==> run_1/cell_density.png <==
(4 px per micron) 8 x 8 tiles, from dark blue (low) to red (high), 0 to 100% covered.
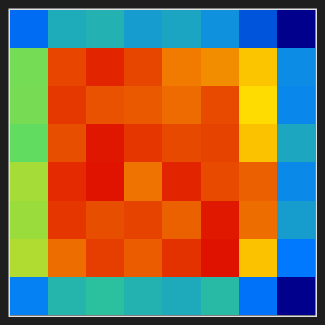
==> run_1/placement.png <==
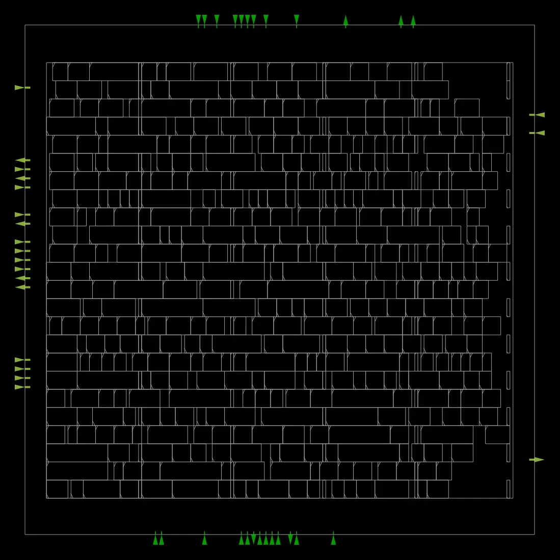
==> run_1/layer_met1.png <==
(6 px per micron) Supply wires on this layer in grey.
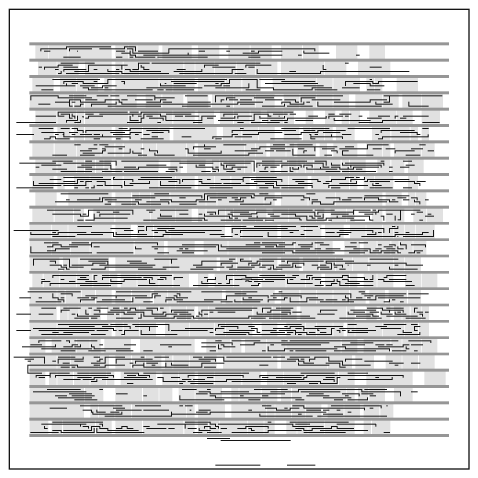
--- config.mk ---
export PLATFORM = sky130hd
export DESIGN_NAME = prog_counter
export DESIGN_NICKNAME = d
export VERILOG_FILES = /design/src/rtl/prog_counter_pkg.sv /design/src/rtl/prog_counter_prescaler.sv /design/src/rtl/prog_counter.sv
export SDC_FILE = /design/constraint.sdc
export NUM_CORES = 1
export LEC_CHECK = 0
export CORE_MARGIN = 3
export CORE_UTILIZATION = 49
export CTS_CLUSTER_SIZE = 24
export DETAILED_ROUTE_END_ITERATION = 16
export GPL_ROUTABILITY_DRIVEN = 0
export PLACE_DENSITY_LB_ADDON = 0.15
export SLEW_MARGIN = 15
export SYNTH_ARGS = -nofsm -noshare
export SYNTH_HDL_FRONTEND = slang
export SYNTH_SLANG_ARGS = --single-unit
--- constraint.sdc ---
create_clock -name clk -period 2.9 [get_ports clk]
set_input_delay 0.58 -clock clk [delete_from_list [all_inputs] [get_ports clk]]
set_output_delay 0.58 -clock clk [all_outputs]
set_load 0.01 [all_outputs]
--- src/rtl/prog_counter_pkg.sv ---
// Shared types for the programmable counter: mode encoding and direction constants.
package prog_counter_pkg;

    typedef enum logic [1:0] {
        MODE_UP       = 2'b00,
        MODE_DOWN     = 2'b01,
        MODE_PINGPONG = 2'b10,
        MODE_HOLD     = 2'b11
    } mode_e;

    localparam logic DIR_UP   = 1'b0;
    localparam logic DIR_DOWN = 1'b1;

endpackage

--- src/rtl/prog_counter_prescaler.sv ---
// Prescaler for the programmable counter: emits one tick every prescale+1 enabled cycles.
module prog_counter_prescaler #(
    parameter int PRE_W = 4
) (
    input  logic             clk,
    input  logic             rst_n,
    input  logic             en,
    input  logic             clr,
    input  logic [PRE_W-1:0] prescale,
    output logic             tick
);

    logic [PRE_W-1:0] pre_cnt_q;
    logic [PRE_W-1:0] pre_cnt_d;

    // A prescale value written below pre_cnt lets the count run through the top and wrap before ticking.
    assign tick = en && !clr && (pre_cnt_q == prescale);

    always_comb begin
        pre_cnt_d = pre_cnt_q;
        if (clr) begin
            pre_cnt_d = '0;
        end else if (en) begin
            pre_cnt_d = tick ? '0 : pre_cnt_q + PRE_W'(1);
        end
    end

    always_ff @(posedge clk) begin
        if (!rst_n) begin
            pre_cnt_q <= '0;
        end else begin
            pre_cnt_q <= pre_cnt_d;
        end
    end

endmodule

--- src/rtl/prog_counter.sv ---
// Programmable counter: up/down/ping-pong/hold modes with modulo limit, load, compare match and wrap pulse.
module prog_counter
    import prog_counter_pkg::*;
#(
    parameter int WIDTH = 8,
    parameter int PRE_W = 4
) (
    input  logic             clk,
    input  logic             rst_n,
    input  logic             en,
    input  logic [1:0]       mode,
    input  logic [PRE_W-1:0] prescale,
    input  logic             load,
    input  logic [WIDTH-1:0] load_val,
    input  logic [WIDTH-1:0] limit,
    input  logic [WIDTH-1:0] cmp_val,
    output logic [WIDTH-1:0] count,
    output logic             dir,
    output logic             wrap,
    output logic             match
);

    localparam logic [WIDTH-1:0] ONE = WIDTH'(1);

    logic             tick;
    mode_e            mode_sel;
    logic [WIDTH-1:0] count_q, count_d;
    logic             dir_q, dir_d;
    logic             wrap_q, wrap_d;
    logic             match_q, match_d;

    assign mode_sel = mode_e'(mode);

    prog_counter_prescaler #(
        .PRE_W (PRE_W)
    ) u_prescaler (
        .clk      (clk),
        .rst_n    (rst_n),
        .en       (en),
        .clr      (load),
        .prescale (prescale),
        .tick     (tick)
    );

    // Next count/direction; dir doubles as the ping-pong UP/DOWN state and only moves on ticks.
    always_comb begin
        count_d = count_q;
        dir_d   = dir_q;
        wrap_d  = 1'b0;
        if (load) begin
            count_d = (load_val > limit) ? limit : load_val;
        end else if (tick) begin
            case (mode_sel)
                MODE_UP: begin
                    dir_d = DIR_UP;
                    if (count_q >= limit) begin
                        count_d = '0;
                        wrap_d  = 1'b1;
                    end else begin
                        count_d = count_q + ONE;
                    end
                end
                MODE_DOWN: begin
                    dir_d = DIR_DOWN;
                    if (count_q == '0 || count_q > limit) begin
                        count_d = limit;
                        wrap_d  = 1'b1;
                    end else begin
                        count_d = count_q - ONE;
                    end
                end
                MODE_PINGPONG: begin
                    if (dir_q == DIR_UP) begin
                        if (count_q >= limit) begin
                            dir_d   = DIR_DOWN;
                            count_d = (limit == '0) ? '0 : limit - ONE;
                            wrap_d  = 1'b1;
                        end else begin
                            count_d = count_q + ONE;
                        end
                    end else begin
                        if (count_q == '0) begin
                            dir_d   = DIR_UP;
                            count_d = (limit == '0) ? '0 : ONE;
                            wrap_d  = 1'b1;
                        end else begin
                            count_d = count_q - ONE;
                        end
                    end
                end
                default: begin
                end
            endcase
        end
        match_d = (count_d == cmp_val);
    end

    always_ff @(posedge clk) begin
        if (!rst_n) begin
            count_q <= '0;
            dir_q   <= DIR_UP;
            wrap_q  <= 1'b0;
            match_q <= 1'b0;
        end else begin
            count_q <= count_d;
            dir_q   <= dir_d;
            wrap_q  <= wrap_d;
            match_q <= match_d;
        end
    end

    assign count = count_q;
    assign dir   = dir_q;
    assign wrap  = wrap_q;
    assign match = match_q;

endmodule

==> job_summary.md, run 1 <==
## Implementation flow summary

| Metric | Value |
|---|---|
| Final min period | `2.97 ns` |
| Worst slew pin tran | `0.546 ns` |
| Leading power group | `combinational cells` |
| Top Ports | `45` |
| Status | `finished, violations left` |
| Via density per instance | `6.84` |
| Clock share of power | `0.156` |
| Synth area leaders | `ha_1 (13%), dfxtp_1 (12%), xnor2_1 (5.8%)` |
| Top-count cell post-synth | `ha_1` |
| Synth top cells by count | `ha_1 (26), nand2_1 (23), nor2_1 (22)` |
| TritonCTS clock tree | `built` |
| Clk power | `188 uW` |
| Post-route ant nets | `0` |
| Post-Route Skew | `0.00490 ns` |
| CTS Buf Count | `3` |
| Combinational group power | `783 uW` |
| Synth area leader | `ha_1` |
| Largest net degree at the start of global routing | `16` |
| Via count | `3495` |
| Critical path class | `primary input to register` |
| P_sw | `523 uW` |
| # H-tree levels | `1` |
| Pwr dens | `304 nW/um^2` |
| Post-DP HPWL | `6770 microns` |
| Bufs on Longest Clock Path | `2` |
| Mean Syn Cell Area | `7.58 sq um` |
| Hold Path Class | `register to register` |
| Max cap viols | `0` |
| Crit. End Element | `register` |
| Max incr delay on CP | `0.35 ns` |
| Yosys stat chip area | `2430 sq um` |
| Total core area | `4560 sq um` |
| Hold depth | `2` |
| Root buffer cell | `clkbuf_8` |
| Total GRT Usage | `0.325` |
| Detailed Routing Iterations Pass 1 | `6` |
| CP Cell Sequence | `buf_4, inv_2, buf_4, ha_1, and4_1, and2_4, a21boi_4, nor2_4, buf_4, nor2_1, a211oi_2, a211oi_2, nand4_1, nor4_2` |
| Failing checks | `setup timing` |
| Number of cells produced by synthesis | `320` |
| Ant diodes | `0` |
| Dominant register cell | `dfxtp_1` |
| Setup Viol. Count Final | `1` |
| Remaining global-route overflow | `0` |
| CP max FO | `5` |
| Sequential area share after synthesis | `0.124` |
| Static Leak | `0.00166 uW` |
| Worst r2r src | `count[0]` |
| Arrival time worst endpoint | `3.14 ns` |
| Nets | `507` |
| Initial antenna violation count | `0` |
| Worst setup SP type | `primary input` |
| Max-slew violation count | `0` |
| Post-DP Area | `3410 sq um` |
| Fin. Hold Viols | `0` |
| Die y size | `76.4 microns` |
| Relative slew slack | `0.635` |
| Sequential share of power | `0.194` |
| R2r worst-path depth | `12` |
| Global-route wire length before repair | `15500 microns` |
| CP endpoint | `match` |
| Switching portion of total power | `0.434` |
| Iteration-0 DRC Markers | `710` |
| Top-area cell share | `0.134` |
| Period utilization | `1.03` |
| Clock transition at path regs | `0.07 ns` |
| Yosys cell count | `320` |
| Post-route setup slack | `-0.0732 ns` |
| Setup TNS | `-0.0732 ns` |
| Crit path buf inv count | `4` |
| Pwr Total | `1200 uW` |
| Worst hold start | `u_prescaler.pre_cnt_q[2]` |
| Setup slack, reg-to-reg | `-0.01 ns` |
| Layout cells sized above 1 | `0.388` |
-- cell_density.png (at the start) --
3.1% of the tiles are nearly empty. The mean over all tiles is 67%. 55% of the tiles are over 75% full.

-- placement.png (at the start) --
Fillers: 230
Tap Count: 65
row cnt: 24

-- layer_met1.png (at the start) --
The layer holds 35% of the routed length. The layer carries 4250 microns of wire.

## run 1: area by class of cell
class	count	area, sq um	share of cell area
Multi-Input combinational cell	274	2340	0.591
Timing Repair Buffer	134	1120	0.283
Sequential cell	15	302	0.0760
Tap cell	65	81.3	0.0205
Inverter	19	71.3	0.0180
Clock buffer	3	41.3	0.0104
Clock inverter	1	5.00	0.00126
## run 1: through the flow
stage          utilization  hold slack, ns  setup slack (ns)  std cells
2_1_floorplan            -           0.485            0.0622        320
3_3_place_gp         0.748           0.512            -0.536        489
3_5_place_dp         0.748           0.536            -0.657        489
4_1_cts              0.814           0.547            0.0415        499
5_1_grt              0.869           0.629            -0.218        511
6_report             0.869           0.623           -0.0732        511
## run 1: kinds of logic after synthesis
| family | count (synthesis) | synth area share |
|---|---|---|
| AND-OR/OR-AND | 84 | 0.239 |
| XOR/XNOR | 32 | 0.116 |
| adder cells (fa/ha/maj) | 26 | 0.134 |
| buffers and inverters | 31 | 0.0609 |
| flip-flops | 15 | 0.124 |
| multiplexers | 14 | 0.0598 |
| AND/OR/NAND/NOR | 118 | 0.267 |
## run 1: routing by layer
| layer | up-vias | wire [microns] | GRT usage |
|---|---|---|---|
| met2 | 355 | 5370 | 0.546 |
| met4 | 0 | 899 | 0.101 |
| met5 | - | 0 | 0 |
| li1 | 1445 | - | - |
| met3 | 113 | 1530 | 0.0461 |
| met1 | 1582 | 4250 | 0.429 |
## run 1: state kept, by name, indices dropped and copies added, names as in the netlist
name                   count
wrap                       1
count                      8
match                      1
u_prescaler.pre_cnt_q      4
dir                        1
## run 1: timing repair
action	4_1_cts	5_1_grt
resized	52	61
buffers inserted	6	12
pin swaps	25	30
endpoints found under the setup margin	6	2
==> run_1/placement_by_type.png <==
(4 px per micron)
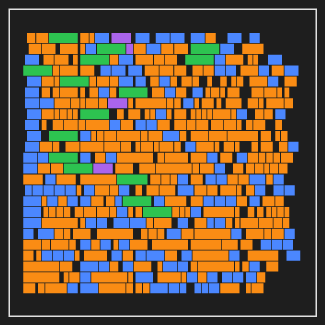

==> inputs of run 2 (changes only) <==
CORE_MARGIN = 2   (was 3)
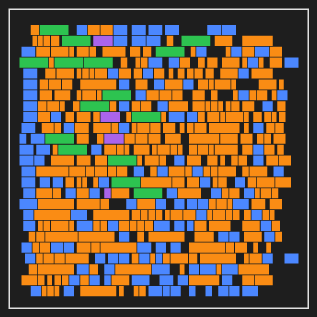
(run_2/placement_by_type.png)
(4 px per micron)
Key: green = sequential cells [cells 15, share of their area 7.9%]; purple = clock drivers and dummy loads [cells 4, share of their area 1.2%]; orange = combinational and other logic [cells 293, share of their area 63%]; blue = remaining buffers and delay cells [cells 128, share of their area 28%]

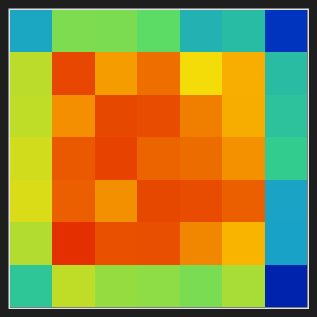
(run_2/cell_density.png)
(4 px per micron) 7 x 7 tiles, from dark blue (low) to red (high), 0 to 100% covered.
The densest ninth of the die: centre. The mean over all tiles is 69%. The fullest tile reaches 95%. 49% of the tiles are over 75% full.

==> run 2 against run 1 <==
The run still ends with setup timing left. Via count is 7.1% lower. Critical path depth is 1 higher. Hold slack worse by 0.078 ns. Combinational power is 4.3% lower. Total power is 4.1% lower. Flip-flop count stayed put. Critical path type unchanged. Highest routed layer unchanged.
==> job_summary.md, run 2 <==
## Implementation flow summary

| Metric | Value |
|---|---|
| Status | `finished, violations left` |
| Failing checks | `setup timing` |
| Fin cells | `507` |
| Setup Viol. Count Final | `1` |
| Synth area leader | `ha_1` |
| Total nets after synthesis | `380` |
| Hold Path Class | `register to register` |
| Yosys cell count | `320` |
| Number of cells produced by synthesis | `320` |
| Mapped cell area | `2430 sq um` |
| Post-DP HPWL | `6660 microns` |
| Clk latency late pin | `0.26 ns` |
| Final Core Density | `0.819` |
| Fin. Hold Viols | `0` |
| Crit path buf inv count | `5` |
| Met3 Wirelength | `943 microns` |
| Max cap viols | `0` |
| Pre-CTS WS | `-0.593 ns` |
| Number of logged tool warnings | `32` |
| Hold Path Sink | `u_prescaler.pre_cnt_q[1]` |
| Worst hold start | `u_prescaler.pre_cnt_q[1]` |
| Worst reg2reg path endpoint | `match` |
| Vias in the first global route | `3028` |
| Post-Route Skew | `0.00635 ns` |
| Pwr dens | `296 nW/um^2` |
| Max incr delay on CP | `0.28 ns` |
| CP required | `3.07 ns` |
| GRT Max-Usage Layer | `met2` |
| Max reg flops | `8` |
| Worst setup SP type | `primary input` |
| Iteration-0 DRC Markers | `396` |
| Dominant logic cell type in the layout | `buf_4` |
| Max-slew violation count | `0` |
| Post-route setup slack | `-0.00758 ns` |
| FMAX | `344 MHz` |
| Area delta synth->final | `60.6%` |
| IO buf count | `44` |
| Yosys stat chip area | `2430 sq um` |
| Hold depth | `2` |
| Fillers | `305` |
| Largest net degree at the start of global routing | `16` |
| Met1 Usage GRT | `0.455` |
| CP max FO | `4` |
| Post-route ant nets | `0` |
| Die width | `74.4 microns` |
| Most frequent cells in the layout | `buf_4 (77), clkdlybuf4s50_1 (28), nand2_1 (22)` |
| Setup slack, reg-to-reg | `0.10 ns` |
| Routed WL | `10700 microns` |
| Root buffer cell | `clkbuf_8` |
| WL met1 | `4190 microns` |
| # H-tree levels | `1` |
| Via density per instance | `6.41` |
| Synth top cells by count | `ha_1 (26), nand2_1 (23), nor2_1 (22)` |
| Period utilization | `1.00` |
| Sequential area share after synthesis | `0.124` |
| CTS Buf Count | `3` |
| Max VDD drop | `0.232 mV` |
| Synth area leaders | `ha_1 (13%), dfxtp_1 (12%), xnor2_1 (5.8%)` |
| Arrival time worst endpoint | `3.08 ns` |
| Asr flop ratio synth | `0` |
| Wire per inst | `21.0 microns` |
| Global Route met2 Usage | `0.571` |
| TritonCTS clock tree | `built` |
| Total clock sinks | `15` |
| Slowest stage cell on the critical path | `ha_4` |
| Top delay family on crit path | `AND-OR/OR-AND gates` |
| Nets | `501` |
| Die area | `5530 sq um` |
| Netlist cell types | `58` |
| Detailed Routing Iterations Pass 1 | `5` |
| CP Cell Sequence | `clkbuf_2, inv_2, buf_4, ha_4, and4_4, and2_4, a21boi_2, buf_4, buf_4, o21ai_0, a31oi_1, o31a_1, xnor2_2, nand3_1, nor4_2` |
| Ant diodes | `0` |
| Pre-Place Util | `0.510` |
| Total GRT Usage | `0.347` |
| Row cnt | `25` |
| Top-area cell share | `0.134` |
| Top-count cell post-synth | `ha_1` |
| Mean Syn Cell Area | `7.58 sq um` |
| Worst r2r src | `count[1]` |
| CP most frequent cell | `buf_4` |
| Total core area | `4750 sq um` |
| Dominant register cell | `dfxtp_1` |
| Critical path class | `primary input to register` |
| Met2 Wirelength | `4990 microns` |
| Bufs on Longest Clock Path | `2` |
| Clock transition at path regs | `0.07 ns` |
| Final min period | `2.91 ns` |
| Die y size | `74.4 microns` |
| Global-route wire length before repair | `14600 microns` |
| Layout cells sized above 1 | `0.364` |
| Remaining global-route overflow | `0` |
| Pwr Total | `1160 uW` |
| Via count | `3248` |
| Static Leak | `0.00158 uW` |
| R2r worst-path depth | `13` |
| Drt drc | `0` |
| Initial antenna violation count | `0` |
| Yosys warnings | `0` |
| Top Ports | `45` |
| Relative slew slack | `0.603` |
| Cell Count Post-Placement | `490` |
| CP Launch Point | `limit[6]` |
| Flops after synth | `15` |
| Worst slew pin tran | `0.595 ns` |
| Highest metal used | `met4` |
| Global Route met3 Usage | `0.0352` |
| Flip-flops with a built-in enable | `0` |
| Crit. End Element | `register` |
==> run 2: through the flow <==
step	setup TNS, ns	hold WS, ns	cell area [sq um]
detailed placement	-2.78	0.526	3410
global placement	-2.32	0.517	3410
finish	-0.00758	0.545	3900
floorplan	0	0.485	2430
global route	-0.131	0.564	3900
CTS	0	0.537	3750
==> run 2: area by class of cell <==
class	count	area, sq um	share of cell area
clock inverter	1	5.00	0.00128
clock buffer	3	41.3	0.0106
tap	67	83.8	0.0215
inverter	19	71.3	0.0183
sequential	15	300	0.0771
timing repair buffer	128	1070	0.274
multi-input combinational	274	2330	0.598
==> run 2: cells by family (layout without fill, tap and decap cells) <==
| logic type | count (synthesis) | count (layout) | share of synthesized area |
|---|---|---|---|
| and+or+nand+nor | 118 | 118 | 0.267 |
| AOI/OAI and AO/OA | 84 | 84 | 0.239 |
| xor gates and xnor gates | 32 | 32 | 0.116 |
| buffers and inverters | 31 | 151 | 0.0609 |
| adders and majority gates | 26 | 26 | 0.134 |
| DFF | 15 | 15 | 0.124 |
| muxes | 14 | 14 | 0.0598 |
==> run 2: where the power goes <==
group / total, uW / switching (uW) / leakage, uW / internal, uW
logic: 749 / 388 / 0.00144 / 362
registers: 229 / 12.6 / 0.000123 / 217
clock network: 177 / 81.1 / 0.0000255 / 95.4
==> run 2: repair_timing <==
| item | 4_1_cts | 5_1_grt |
|---|---|---|
| gates resized | 62 | 46 |
| hold buffers | 0 | 0 |
| buffers inserted | 7 | 6 |
| endpoints found under the setup margin | 5 | 4 |
| pin swaps | 30 | 22 |
==> run 2: how the worst max path moves through the flow <==
stage | to | cells after the start
global placement | match | 13
CTS | match | 13
global route | match | 15
floorplan | match | 12
detailed placement | match | 12
finish | match | 15
Power figures rest on the tool's default switching activity, not on a simulated workload.
